run_1/m1.png
Scale bar: 20 um. Supply wires on this layer in grey. Cells faint in the background.
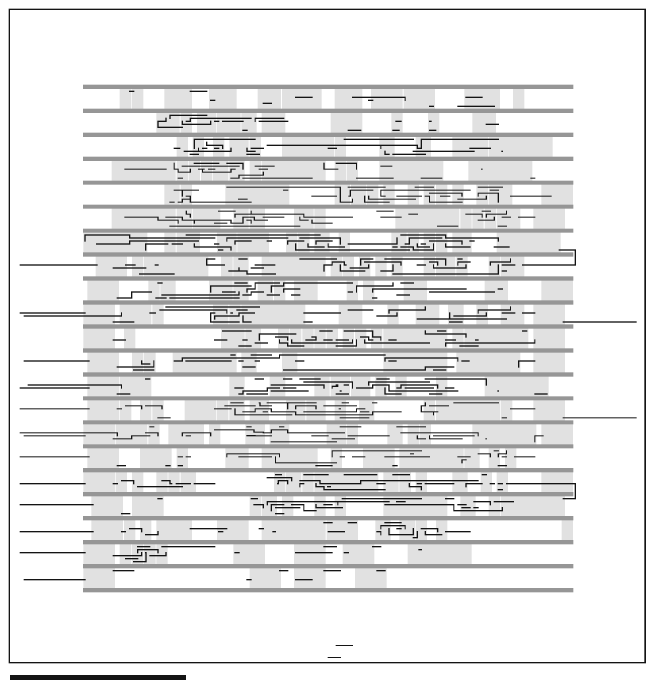
run_1/congestion_map.png
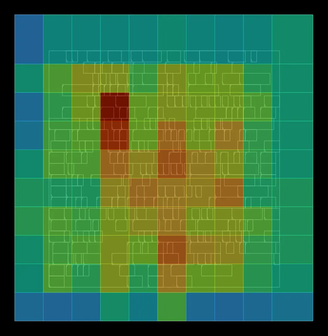
run_1/ff_map.png
Scale bar: 20 um. Other sequential cells in the stronger grey, the rest of the logic in the fainter grey.
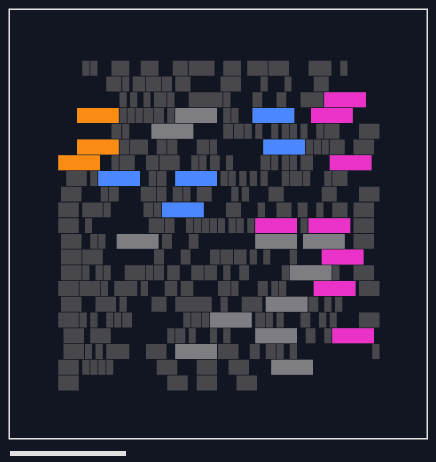
==> config.mk <==
export PLATFORM = sky130hd
export DESIGN_NAME = gb_interrupt_ctrl
export DESIGN_NICKNAME = d
export VERILOG_FILES = /design/src/rtl/gb_interrupt_ctrl.sv
export SDC_FILE = /design/constraint.sdc
export NUM_CORES = 1
export LEC_CHECK = 0
export ABC_AREA = 1
export CAP_MARGIN = 30
export CORE_AREA = 8 8 64 66
export CTS_CLUSTER_SIZE = 28
export DETAILED_ROUTE_END_ITERATION = 8
export DIE_AREA = 0 0 72 74
export HOLD_SLACK_MARGIN = 0.02
export PLACE_DENSITY_LB_ADDON = 0.1
export SYNTH_ARGS = -nofsm -noshare
export SYNTH_HDL_FRONTEND = slang
export SYNTH_SLANG_ARGS = --single-unit
==> constraint.sdc <==
create_clock -name clk -period 2.5 [get_ports clk]
set_input_delay 0.75 -clock clk [delete_from_list [all_inputs] [get_ports clk]]
set_output_delay 0.75 -clock clk [all_outputs]
set_load 0.005 [all_outputs]
==> metrics.yaml, run 1 <==
outcome: "complete, no violations"
die_h_um: 74
ff2ff_setup_slack_ps: 1230
synthCells: 203
flop_cell: "dfxtp_1"
synthTopCellsByCount: "nor2_1, nand2_1, dfxtp_1"
ant_nets: 0
core-area_mm2: 0.00318
rsz0062_at_grt: "no"
hold_viol: 0
portBuffers: 48
ys_warn_count: 0
cp.arrival_ps: 1620
end_kind: "output port"
drv_cap: 0
clk_pin_slew_ps: 160
fp-row-count: 21
reg2regPathDepth: 9
crit_path_frequent_cell: "nand2_1"
crit_family: "buffers and inverters"
worstHoldPathCells: 2
max_stage_delay_ps: 550
p_per_area_mw_per_mm2: 383
edf_count: 0
synth_area_mm2: 0.00138
combPwrFrac_pct: 14.1
finalSetupViolations: 0
synthDistinctLibCells: 23
About m1.png:
main direction: horizontal
nets with wire on the layer: 267
wire length on this layer: 1510 um
share of all routed wire: 45%
total wire length: 3.33 mm
GR Util met1: 16.6%
DR vias: 1384

About congestion_map.png:
Core Util, Final: 61.7%
met3 track demand over resource: 3.91%
Total Routing Usage GR: 12.9%
DR WL/cell: 10.9 um

About ff_map.png:
[orange] `r_sel` | placed flops: 3
[magenta] `rdata` | placed flops: 8 | where: right middle
[blue] `r_if` | placed flops: 5 | where: middle
not coloured: 11
Seq/total area: 27.6%
Register Area: 541 um2

==> run 1: stage by stage <==
step / hold slack (ps) / cells
after floorplan: 450 / 206
after global placement: 460 / 298
after detailed placement: 468 / 298
after CTS: 498 / 304
after global routing: 523 / 304
final: 491 / 304
==> run 1: worst register-to-register path, cell delays in order, from the launching register on <==
cell and delay [ps]:
dfxtp_1 340, inv_1 70, nor3_4 170, buf_4 130, inv_2 40, nor2_2 80, buf_4 110, nand3_1 70
nand3_1 110, a21oi_1 70
==> run 1: power groups by stage <==
stage / logic [W] / clock network (W) / registers, W
after floorplan: 0.0000441 / 0 / 0.000452
after global placement: 0.000103 / 0 / 0.000453
after detailed placement: 0.000103 / 0 / 0.000453
after CTS: 0.000106 / 0.000203 / 0.000444
after global routing: 0.000119 / 0.000225 / 0.000445
final: 0.000106 / 0.000201 / 0.000444
==> run 1: routing by layer <==
metal / track usage [%] / part of all wire [%] / routed length [um]
met1: 16.6 / 45 / 1510
met5: 0 / 0 / 0
met4: 2.04 / 0.54 / 18
met2: 21.1 / 47 / 1570
met3: 3.91 / 6.9 / 230
==> run 1: cells in the final DEF (no fill, tap or decap), types with 7 or more instances in the layout <==
master           instances
a21oi_1                 11
buf_4                    8
clkdlybuf4s50_1         42
dfxtp_1                 27
inv_1                   24
nand2_1                 33
nand3_1                 13
nand4_1                  7
nor2_1                  45
o21ai_0                 13
==> run 1: kinds of logic (layout without fill, tap and decap cells) <==
| logic type | after synthesis | count (layout) | share of synthesized area, % |
|---|---|---|---|
| AOI/OAI and AO/OA | 31 | 31 | 12.4 |
| buffers and inverters | 36 | 88 | 12.1 |
| DFF | 27 | 27 | 39.2 |
| other | 1 | 4 | 0.272 |
| and+or+nand+nor | 108 | 108 | 36.0 |
==> run 1: cell type report <==
class / instances / area (um2)
clock buffers: 3 / 22.5
clock inverters: 1 / 7.51
fillers: 330 / 1220
inverters: 27 / 101
multi-input cells: 143 / 682
flip-flops and latches: 27 / 541
well taps: 46 / 57.6
repair buffers: 57 / 551
==> run 1: what timing repair did <==
| action | CTS | global route |
|---|---|---|
| pin swaps | 1 | 0 |
| gates cloned | 0 | 0 |
| endpoints found under the setup margin | 5 | 1 |
| gates resized | 9 | 1 |
| hold endpoints to repair | 0 | 0 |
| buffers inserted | 2 | 0 |
run_1/port_trees.png
Scale bar: 20 um.
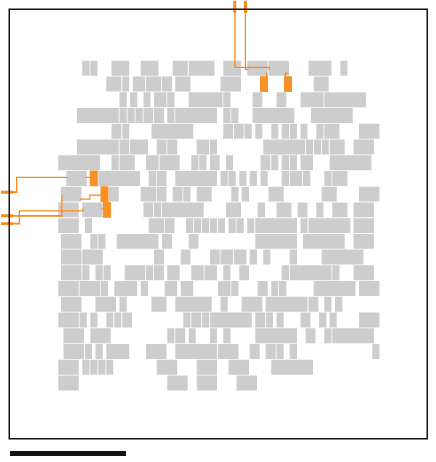

==> inputs of run 2 (changes only) <==
CTS_CLUSTER_DIAMETER = 60   (was unset)
REMOVE_ABC_BUFFERS = 1   (was unset)
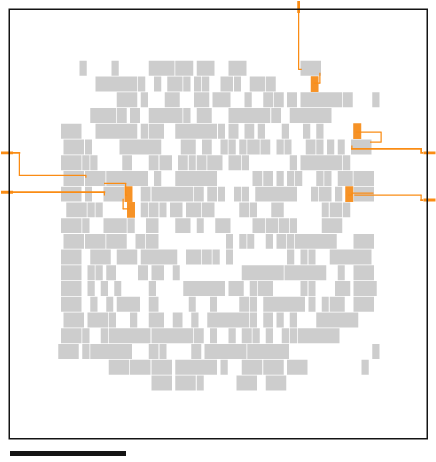
run_2/port_trees.png
Scale bar: 20 um.
[orange] `int_src` | bits: 5 | direction: input | edge: 2 left, 2 right, 1 top | end cells: 5 | buffers: 5 | wire: 93.6 um
Buffers on Ports: 48
Top-Level Pins: 53

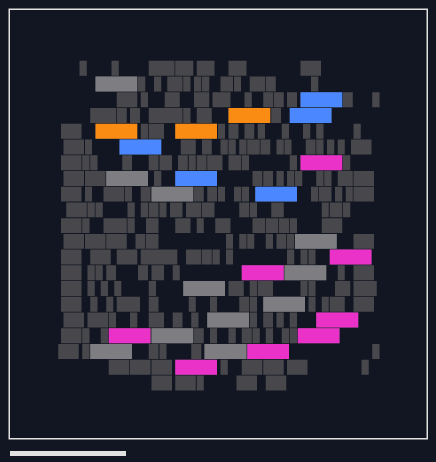
run_2/ff_map.png
Scale bar: 20 um. Other sequential cells in the stronger grey, the rest of the logic in the fainter grey.
[orange] `r_sel` | placed flops: 3
[blue] `r_if` | placed flops: 5
[magenta] `rdata` | placed flops: 8
not coloured: 11
Seq power: 0.000443 W
Core Util, Final: 61.6%
Seq/total area: 27.6%

==> metrics.yaml, run 2 <==
rsz0062_at_grt: "no"
ant_nets: 0
via_count: 1402
edf_count: 0
top_layer_used: "met4"
layout_top_cell: "nor2_1"
wl_met3_um: 242
wl_met2_mm: 1.62
clk_pin_slew_ps: 140
wl_met1_mm: 1.59
ys_warn_count: 0
drv_cap: 0
track_usage_pct: 13.9
reg2regPathDepth: 9
synth_area_mm2: 0.00138
outcome: "complete, no violations"
end_kind: "output port"
synthTopCellsByCount: "nor2_1, nand2_1, dfxtp_1"
ff2ff_setup_slack_ps: 1240
avgRoutedWirePerCell_um: 11.4
drt-total-wl_mm: 3.47
synthCells: 203
die_h_um: 74
flop_cell: "dfxtp_1"
finalSetupViolations: 0
## run 2: cell count changes in the layout (fill, tap and decap cells not counted)
| cell | previous run | this run |
|---|---|---|
| buf_4 | 8 | 9 |
| buf_6 | 1 | 0 |
| clkdlybuf4s50_1 | 42 | 41 |
| clkinv_2 | 0 | 1 |
| clkinvlp_4 | 1 | 0 |
| dlymetal6s2s_1 | 1 | 2 |
## run 2: kinds of logic (layout without fill, tap and decap cells)
kind of cell / count (synthesis) / after routing / share of synthesized area, %
other cells: 1 / 4 / 0.272
compound gates: 31 / 31 / 12.4
buf+inv: 36 / 88 / 12.1
simple gates: 108 / 108 / 36.0
flops: 27 / 27 / 39.2
## run 2: power breakdown
part           switching, W  internal, W
clock              0.000125    0.0000599
combinational     0.0000447    0.0000625
sequential       0.00000439     0.000439
total              0.000174     0.000561
## run 2: area by class of cell
type	instances	area [um2]	share of cell area, %
Clock buffer	3	22.5	1.15
Clock inverter	1	5.00	0.256
Inverter	27	101	5.18
Multi-Input combinational cell	143	682	34.8
Sequential cell	27	541	27.6
Tap cell	46	57.6	2.94
Timing Repair Buffer	57	549	28.1
## run 2: timing repair
item,in CTS,in global routing
gates resized,8,2
buffers inserted,1,0
hold buffers,0,0
pin swaps,1,0
setup endpoints to repair,5,2
endpoints found under the hold margin,0,0
## run 2: through the flow
step                      total power, W  hold slack, ps  cells  worst slack (ps)  util (%)
after floorplan                 0.000487             450    197               559         -
after global placement          0.000559             456    299              -468      60.4
after detailed placement        0.000561             467    299              -481      60.4
after CTS                       0.000742             498    304              18.4      61.4
after global routing            0.000771             507    304              39.7      61.6
final                           0.000735             500    304               111      61.6
## run 2: worst max-delay path, stage by stage
cell and delay [ps]:
clkdlybuf4s15_2 220, nor3_4 130, buf_4 130, inv_2 40
nor2_1 120, dlygate4sd2_1 250
## run 2: per-layer routing
layer	vias to the layer above	track usage [%]
met4	0	4.08
met5	-	0
met3	2	4.45
met1	609	16.4
met2	41	23.5
li1	750	-
Power and IR drop assume default switching activity.
